File: src/rtl/seg_tx_pkg.sv
// Shared definitions for the seven-segment serial transmitter.
// Latency: n/a (types and constants only).
// Backpressure: n/a.
package seg_tx_pkg;

  // FSM state encoding; values are fixed so they read the same in any dump.
  typedef enum logic [1:0] {
    ST_IDLE  = 2'd0,
    ST_CLEAR = 2'd1,
    ST_SHIFT = 2'd2,
    ST_LATCH = 2'd3
  } state_t;

  // Default frame width and serial-clock half-period (in clk cycles).
  localparam int SEG_DATA_W = 64;
  localparam int SEG_HALF   = 2;

endpackage

File: src/rtl/seg_shift_tx_if.sv
// Frame request and pin-side bundle between the segment mapper and the serial transmitter.
// Latency: n/a (wires only).
// Backpressure: none; start is level-sampled only while the transmitter is idle.
interface seg_shift_tx_if
  import seg_tx_pkg::*;
#(
  parameter int DATA_W = SEG_DATA_W
) ();

  logic              start;
  logic [DATA_W-1:0] pdata;
  logic              busy;
  logic              done;
  logic              sclk;
  logic              sdata;
  logic              sclr_n;
  logic              latch;

  // Mapper side: issues frames, observes status and pins.
  modport master (
    output start,
    output pdata,
    input  busy,
    input  done,
    input  sclk,
    input  sdata,
    input  sclr_n,
    input  latch
  );

  // Transmitter side.
  modport slave (
    input  start,
    input  pdata,
    output busy,
    output done,
    output sclk,
    output sdata,
    output sclr_n,
    output latch
  );

endinterface

File: src/rtl/seg_tx_tick.sv
// Half-period timer: one-cycle o_phase_end strobe on every HALF-th cycle since restart.
// Latency: strobe in the HALF-th cycle after i_restart (counter reads 0 the cycle after restart).
// Backpressure: none; free-running between restarts.
module seg_tx_tick
  import seg_tx_pkg::*;
#(
  parameter int HALF = SEG_HALF
) (
  input  logic clk,
  input  logic rst_n,
  input  logic i_restart,
  output logic o_phase_end
);

  localparam int CNT_W = $clog2(HALF + 1);

  logic [CNT_W-1:0] r_cnt;

  assign o_phase_end = (r_cnt == CNT_W'(HALF - 1));

  // Count 0..HALF-1 and wrap; a restart realigns the count to the new phase.
  always_ff @(posedge clk or negedge rst_n) begin
    if (!rst_n) begin
      r_cnt <= '0;
    end else if (i_restart || o_phase_end) begin
      r_cnt <= '0;
    end else begin
      r_cnt <= r_cnt + 1'b1;
    end
  end

endmodule

File: src/rtl/seg_shift_tx.sv
// Serial transmitter for the seven-segment shift-register chain: clear, shift DATA_W bits MSB-first, latch.
// Latency: done pulses 2*HALF*(DATA_W+1)+1 cycles after start is sampled; all pin outputs are registered.
// Backpressure: start ignored while busy (no queueing); start in the done cycle is accepted.
// Optional feature macro: SEG_TX_AUTO_REFRESH_EN (self-start on pdata change or after REFRESH_CYCLES idle).
module seg_shift_tx
  import seg_tx_pkg::*;
#(
  parameter int DATA_W = SEG_DATA_W,
  parameter int HALF   = SEG_HALF
`ifdef SEG_TX_AUTO_REFRESH_EN
  ,
  parameter int REFRESH_CYCLES = 1_000_000
`endif
) (
  input  logic          clk,
  input  logic          rst_n,
  seg_shift_tx_if.slave bus
);

  localparam int BIT_W = $clog2(DATA_W + 1);

  state_t            r_state;
  state_t            w_state_nxt;
  logic [DATA_W-1:0] r_shreg;
  logic [DATA_W-1:0] w_shl;
  logic [BIT_W-1:0]  r_bit;
  logic              r_hi;
  logic              w_hi_nxt;
  logic              w_capture;
  logic              w_shift;
  logic              w_sdata_nxt;
  logic              w_done_nxt;
  logic              w_go;
  logic              w_phase_end;
  logic              w_restart;

  logic              r_busy;
  logic              r_done;
  logic              r_sclk;
  logic              r_sdata;
  logic              r_sclr_n;
  logic              r_latch;

  assign w_shl     = r_shreg << 1;
  assign w_restart = (w_state_nxt != r_state);

  seg_tx_tick #(
    .HALF (HALF)
  ) u_tick (
    .clk         (clk),
    .rst_n       (rst_n),
    .i_restart   (w_restart),
    .o_phase_end (w_phase_end)
  );

`ifdef SEG_TX_AUTO_REFRESH_EN
  localparam int REF_W = $clog2(REFRESH_CYCLES + 1);

  logic [DATA_W-1:0] r_last;
  logic [REF_W-1:0]  r_idle_cnt;
  logic              w_refresh_hit;

  assign w_refresh_hit = (r_idle_cnt == REF_W'(REFRESH_CYCLES - 1));
  // Self-start and external start merge into one request, so both together give one frame.
  assign w_go = bus.start || (bus.pdata != r_last) || w_refresh_hit;

  // Remember the last frame sent and count consecutive idle cycles since it finished.
  always_ff @(posedge clk or negedge rst_n) begin
    if (!rst_n) begin
      r_last     <= '0;
      r_idle_cnt <= '0;
    end else begin
      if (w_capture) begin
        r_last <= bus.pdata;
      end
      if (r_state != ST_IDLE || w_capture) begin
        r_idle_cnt <= '0;
      end else begin
        r_idle_cnt <= r_idle_cnt + 1'b1;
      end
    end
  end
`else
  assign w_go = bus.start;
`endif

  // FSM state register.
  always_ff @(posedge clk or negedge rst_n) begin
    if (!rst_n) begin
      r_state <= ST_IDLE;
    end else begin
      r_state <= w_state_nxt;
    end
  end

  // Next state and datapath controls; phase boundaries come from the tick strobe.
  always_comb begin
    w_state_nxt = r_state;
    w_capture   = 1'b0;
    w_shift     = 1'b0;
    w_hi_nxt    = r_hi;
    w_sdata_nxt = r_sdata;
    w_done_nxt  = 1'b0;
    case (r_state)
      ST_IDLE: begin
        if (w_go) begin
          w_state_nxt = ST_CLEAR;
          w_capture   = 1'b1;
        end
      end
      ST_CLEAR: begin
        if (w_phase_end) begin
          w_state_nxt = ST_SHIFT;
          w_hi_nxt    = 1'b0;
          w_sdata_nxt = r_shreg[DATA_W-1];
        end
      end
      ST_SHIFT: begin
        if (w_phase_end) begin
          if (!r_hi) begin
            w_hi_nxt = 1'b1;
          end else begin
            w_shift  = 1'b1;
            w_hi_nxt = 1'b0;
            if (r_bit == BIT_W'(DATA_W - 1)) begin
              w_state_nxt = ST_LATCH;
              w_sdata_nxt = 1'b0;
            end else begin
              // Data changes only at the start of a low phase, half a period before the chain samples it.
              w_sdata_nxt = w_shl[DATA_W-1];
            end
          end
        end
      end
      ST_LATCH: begin
        if (w_phase_end) begin
          w_state_nxt = ST_IDLE;
          w_done_nxt  = 1'b1;
        end
      end
      default: begin
        w_state_nxt = ST_IDLE;
      end
    endcase
  end

  // Shift register, bit counter and serial-clock phase.
  always_ff @(posedge clk or negedge rst_n) begin
    if (!rst_n) begin
      r_shreg <= '0;
      r_bit   <= '0;
      r_hi    <= 1'b0;
    end else begin
      r_hi <= w_hi_nxt;
      if (w_capture) begin
        r_shreg <= bus.pdata;
        r_bit   <= '0;
      end else if (w_shift) begin
        r_shreg <= w_shl;
        r_bit   <= r_bit + 1'b1;
      end
    end
  end

  // Pin outputs are decoded from the next state and registered so the board sees glitch-free levels.
  always_ff @(posedge clk or negedge rst_n) begin
    if (!rst_n) begin
      r_busy   <= 1'b0;
      r_done   <= 1'b0;
      r_sclk   <= 1'b0;
      r_sdata  <= 1'b0;
      r_sclr_n <= 1'b1;
      r_latch  <= 1'b0;
    end else begin
      r_busy   <= (w_state_nxt != ST_IDLE);
      r_done   <= w_done_nxt;
      r_sclk   <= (w_state_nxt == ST_SHIFT) && w_hi_nxt;
      r_sdata  <= w_sdata_nxt;
      r_sclr_n <= (w_state_nxt != ST_CLEAR);
      r_latch  <= (w_state_nxt == ST_LATCH);
    end
  end

  assign bus.busy   = r_busy;
  assign bus.done   = r_done;
  assign bus.sclk   = r_sclk;
  assign bus.sdata  = r_sdata;
  assign bus.sclr_n = r_sclr_n;
  assign bus.latch  = r_latch;

endmodule
File: src/flat_wrapper.sv
// flat-port wrapper written by rule: the top's interface ports become plain ports
module seg_shift_tx_flat import seg_tx_pkg::*;
#(
  parameter int DATA_W = SEG_DATA_W,
  parameter int HALF   = SEG_HALF

)
  (clk, rst_n, bus_start, bus_pdata, bus_busy, bus_done, bus_sclk, bus_sdata, bus_sclr_n, bus_latch);
  seg_shift_tx_if #(.DATA_W(DATA_W)) bus_i ();
  input  logic clk;
  input  logic rst_n;
  input wire logic [$bits(bus_i.start)-1:0] bus_start;
  input wire logic [$bits(bus_i.pdata)-1:0] bus_pdata;
  output wire logic [$bits(bus_i.busy)-1:0] bus_busy;
  output wire logic [$bits(bus_i.done)-1:0] bus_done;
  output wire logic [$bits(bus_i.sclk)-1:0] bus_sclk;
  output wire logic [$bits(bus_i.sdata)-1:0] bus_sdata;
  output wire logic [$bits(bus_i.sclr_n)-1:0] bus_sclr_n;
  output wire logic [$bits(bus_i.latch)-1:0] bus_latch;
  assign bus_i.start = bus_start;
  assign bus_i.pdata = bus_pdata;
  assign bus_busy = bus_i.busy;
  assign bus_done = bus_i.done;
  assign bus_sclk = bus_i.sclk;
  assign bus_sdata = bus_i.sdata;
  assign bus_sclr_n = bus_i.sclr_n;
  assign bus_latch = bus_i.latch;
  seg_shift_tx #(.DATA_W(DATA_W), .HALF(HALF)) u_core (.clk(clk), .rst_n(rst_n), .bus(bus_i));
endmodule
File: config.mk
export PLATFORM = sky130hd
export DESIGN_NAME = seg_shift_tx_flat
export DESIGN_NICKNAME = d
export VERILOG_FILES = /design/src/rtl/seg_tx_pkg.sv /design/src/rtl/seg_shift_tx_if.sv /design/src/rtl/seg_tx_tick.sv /design/src/rtl/seg_shift_tx.sv /design/src/flat_wrapper.sv
export SDC_FILE = /design/constraint.sdc
export NUM_CORES = 1
export LEC_CHECK = 0
export ABC_AREA = 1
export CAP_MARGIN = 5
export CORE_MARGIN = 5
export CORE_UTILIZATION = 35
export DETAILED_ROUTE_END_ITERATION = 16
export HOLD_SLACK_MARGIN = 0.03
export PLACE_DENSITY = 0.66
export REMOVE_ABC_BUFFERS = 1
export SETUP_SLACK_MARGIN = 0.4
export SLEW_MARGIN = 20
export SYNTH_ARGS = -nofsm -noshare
export SYNTH_HDL_FRONTEND = slang
export SYNTH_SLANG_ARGS = --single-unit
export TNS_END_PERCENT = 100
File: constraint.sdc
create_clock -name clk -period 1.75 [get_ports clk]
set_clock_uncertainty 0.05 [all_clocks]
set_input_delay 0.35 -clock clk [delete_from_list [all_inputs] [get_ports clk]]
set_output_delay 0.35 -clock clk [all_outputs]
set_load 0.05 [all_outputs]
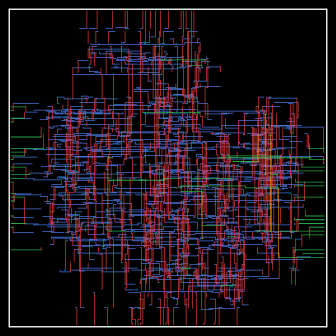
(routed metal, one color a layer)
| layer | color | wire length |
|---|---|---|
| metal 3 | green | 469 um |
| metal 2 | red | 4,970 um |
| metal 1 | blue | 4,650 um |
| metal 4 | orange | 143 um |

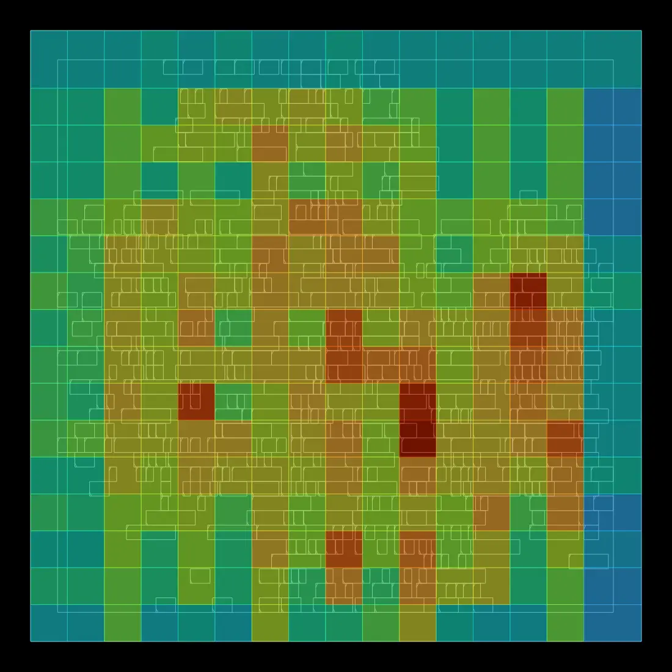
(routing congestion)
GRT Overall Usage: 15.2%
GRT busiest layer: met2
met2 GRT Util: 23.8%

==> results.py <==
# Auto-generated metrics
metrics = {
    "synthesis": {
        "ys_cells": 439,
        "synth-seq-cells": 82,
        "ys_seq_share_pct": 53.9,
        "synthCells": 439,
        "syn_area_um2": 3810,
        "synth-edff-count": 0,
        "yosys_area_um2": 3810,
        "synthDistinctLibCells": 28,
        "synth_warnings": 0,
        "async_flop_share_pct": 100,
        "synth_area_per_cell_um2": 8.67,
        "ff_type": "dfrtp_1",
    },
    "timing": {
        "max_slew_margin_pct": 69.8,
        "period_used_pct": 90.7,
        "rsz0062_at_grt": "yes",
        "fin_crit_ps": 1590,
        "slew_violations": 0,
        "max_freq_mhz": 630,
        "tns_ps": 0,
        "timing_hold_violations_final": 0,
        "tightest_slew_ps": 453,
    },
    "die": {
        "dieArea_um2": 13100,
        "num_rows": 38,
        "die_w_um": 114,
        "die_height_um": 114,
        "coreArea_um2": 10700,
        "fp_util_pct": 35.4,
        "ios": 73,
    },
    "final_layout": {
        "finalNonFillerCells": 687,
        "final_core_util_pct": 51.3,
        "fin_nets": 618,
        "mostFrequentLayoutCell": "nand2_1",
        "mostFrequentLayoutCells": "82 x nand2_1, 80 x dfrtp_1, 65 x clkdlybuf4s50_1, 50 x nor2_1, 48 x o21ai_0",
        "syn2layout_area_growth_pct": 44.9,
        "drive_gt1_share_pct": 20.7,
        "antenna_cells": 0,
    },
    "hold_path": {
        "holdPathEnd": "u_core.r_shreg[16]$_DFFE_PN0P_",
        "worstHoldPathCells": 2,
        "hold_path_class": "reg -> reg",
    },
    "cts": {
        "clock-sinks": 82,
        "cts_buffers": 9,
        "cts_tree": "built",
        "clkTransAtPathRegs_ps": 80,
        "clock_latency_ps": 350,
        "htreeDepth": 3,
        "clockBufferDepth": 2,
        "cts_root_buf": "clkbuf_8",
    },
    "drt": {
        "drc": 0,
        "wirelength_um": 10200,
        "drt_pre_antenna_iters": 6,
        "drt_iter0_markers": 157,
        "vias": 3416,
        "wl_per_cell_um": 14.9,
        "drt-vias-per-instance": 4.97,
    },
    "global_route": {
        "grt-ovfl-total": 0,
        "grt_pass1_vias": 3305,
        "antenna_found_initial": 0,
        "grt_max_degree": 83,
        "grt_pass1_wl_um": 16000,
    },
    "power_and_ir_drop": {
        "combPwrFrac_pct": 5.8,
        "power_mw": 3.46,
        "clkPwrFrac_pct": 39.5,
        "swShare_pct": 21.3,
        "p_per_area_nw_per_um2": 626,
        "intPower_mw": 2.72,
        "p_leak_nw": 2.42,
        "vdd_drop_max_v": 0.000312,
        "netSwitchingPower_mw": 0.735,
        "pwr-share-seq_pct": 54.8,
    },
    "worst_setup_path": {
        "required_ps": 1950,
        "r2r_slack_ps": 160,
        "reg2reg_depth": 9,
        "cp-startpoint": "u_core.r_state[1]$_DFF_PN0_",
        "end_kind": "flip-flop",
        "cp-start-kind": "flip-flop",
        "arrival_ps": 1780,
        "rr_endpoint": "u_core.u_tick.r_cnt[0]$_DFF_PN0_",
        "r2r-start": "u_core.r_state[1]$_DFF_PN0_",
        "cp-endpoint": "u_core.u_tick.r_cnt[0]$_DFF_PN0_",
    },
    "place": {
        "placed_cells": 645,
        "dp_hpwl_um": 6270,
        "place.gp.congestion": 0.807,
        "io_buffers": 72,
    },
    "run": {
        "warning_count": 32,
    },
    "status": {
        "status": "finished clean",
    },
}
-- state kept, by name (all words and copies together) (netlist names) --
signal / cells
u_core.r_shreg: 64
u_core.r_bit: 7
u_core.r_state: 2
u_core.u_tick.r_cnt: 2
u_core.bus.busy: 1
u_core.bus.done: 1
u_core.bus.latch: 1
u_core.bus.sclk: 1
u_core.bus.sclr_n: 1
u_core.bus.sdata: 1
u_core.r_hi: 1
-- cells by family after synthesis --
logic type / Yosys count / share of synthesized area (%)
compound gates: 132 / 19.5
fa+ha+maj: 9 / 2.96
buf+inv: 62 / 7.17
flops: 82 / 53.9
simple gates: 154 / 16.5
-- cell usage after synthesis, types with 7 or more instances --
| cell | count | area, um2 |
|---|---|---|
| dfrtp_1 | 81 | 2030 |
| o221ai_1 | 11 | 96.3 |
| nand2_1 | 87 | 327 |
| ha_1 | 9 | 113 |
| a21oi_1 | 9 | 45.0 |
| o21ai_0 | 58 | 290 |
| o21ai_1 | 38 | 190 |
| inv_1 | 35 | 131 |
| clkbuf_1 | 10 | 37.5 |
| buf_2 | 11 | 55.1 |
| o211ai_1 | 7 | 52.6 |
| nor2_1 | 53 | 199 |
-- metal layers --
metal	global-route usage, %	up-vias	wire [um]
li1	-	1664	-
met1	20.9	1659	4650
met2	23.8	76	4970
met3	3.70	17	468
met4	4.43	0	142
met5	0	-	0
-- power groups by stage --
| stage | combinational, mW | sequential [mW] | clock (mW) |
|---|---|---|---|
| 2_1_floorplan | 0.000625 | 1.93 | 0 |
| 3_3_place_gp | 0.198 | 1.93 | 0 |
| 3_5_place_dp | 0.200 | 1.93 | 0 |
| 4_1_cts | 0.203 | 1.89 | 1.40 |
| 5_1_grt | 0.217 | 1.89 | 1.48 |
| 6_report | 0.199 | 1.89 | 1.36 |
-- timing repair --
action | CTS | global route
hold buffers | 1 | 0
gates resized | 47 | 38
endpoints found under the setup margin | 82 | 85
hold endpoints to repair | 81 | 0
pin swaps | 10 | 10
gates cloned | 2 | 5
setup buffers | 8 | 10
-- area by class of cell --
type / count / area [um2]
clock buffers: 11 / 141
repair buffers: 116 / 1240
clock inverters: 5 / 53.8
flip-flops and latches: 82 / 2050
multi-input cells: 296 / 1690
well taps: 140 / 175
fillers: 1027 / 5230
inverters: 37 / 161
-- per-stage QoR --
step | hold WS (ps) | cell area (um2) | setup WS (ps)
final | 443 | 5520 | 162
after global routing | 468 | 5520 | 69.9
after CTS | 443 | 5220 | 222
after detailed placement | 371 | 4770 | -10.9
after global placement | 362 | 4770 | 7.93
after floorplan | 4.41 | 3670 | -773
-- critical path: stages, from the launching register on --
cell and delay (ps):
dfrtp_2 450, buf_6 130, ha_4 200, inv_2 90, a21oi_2 170, nand2_1 100, nand2_2 100, nand2_2 60
nand3_2 90, nor2_1 50
No activity file was given, so power comes from the tool's default toggle rates.
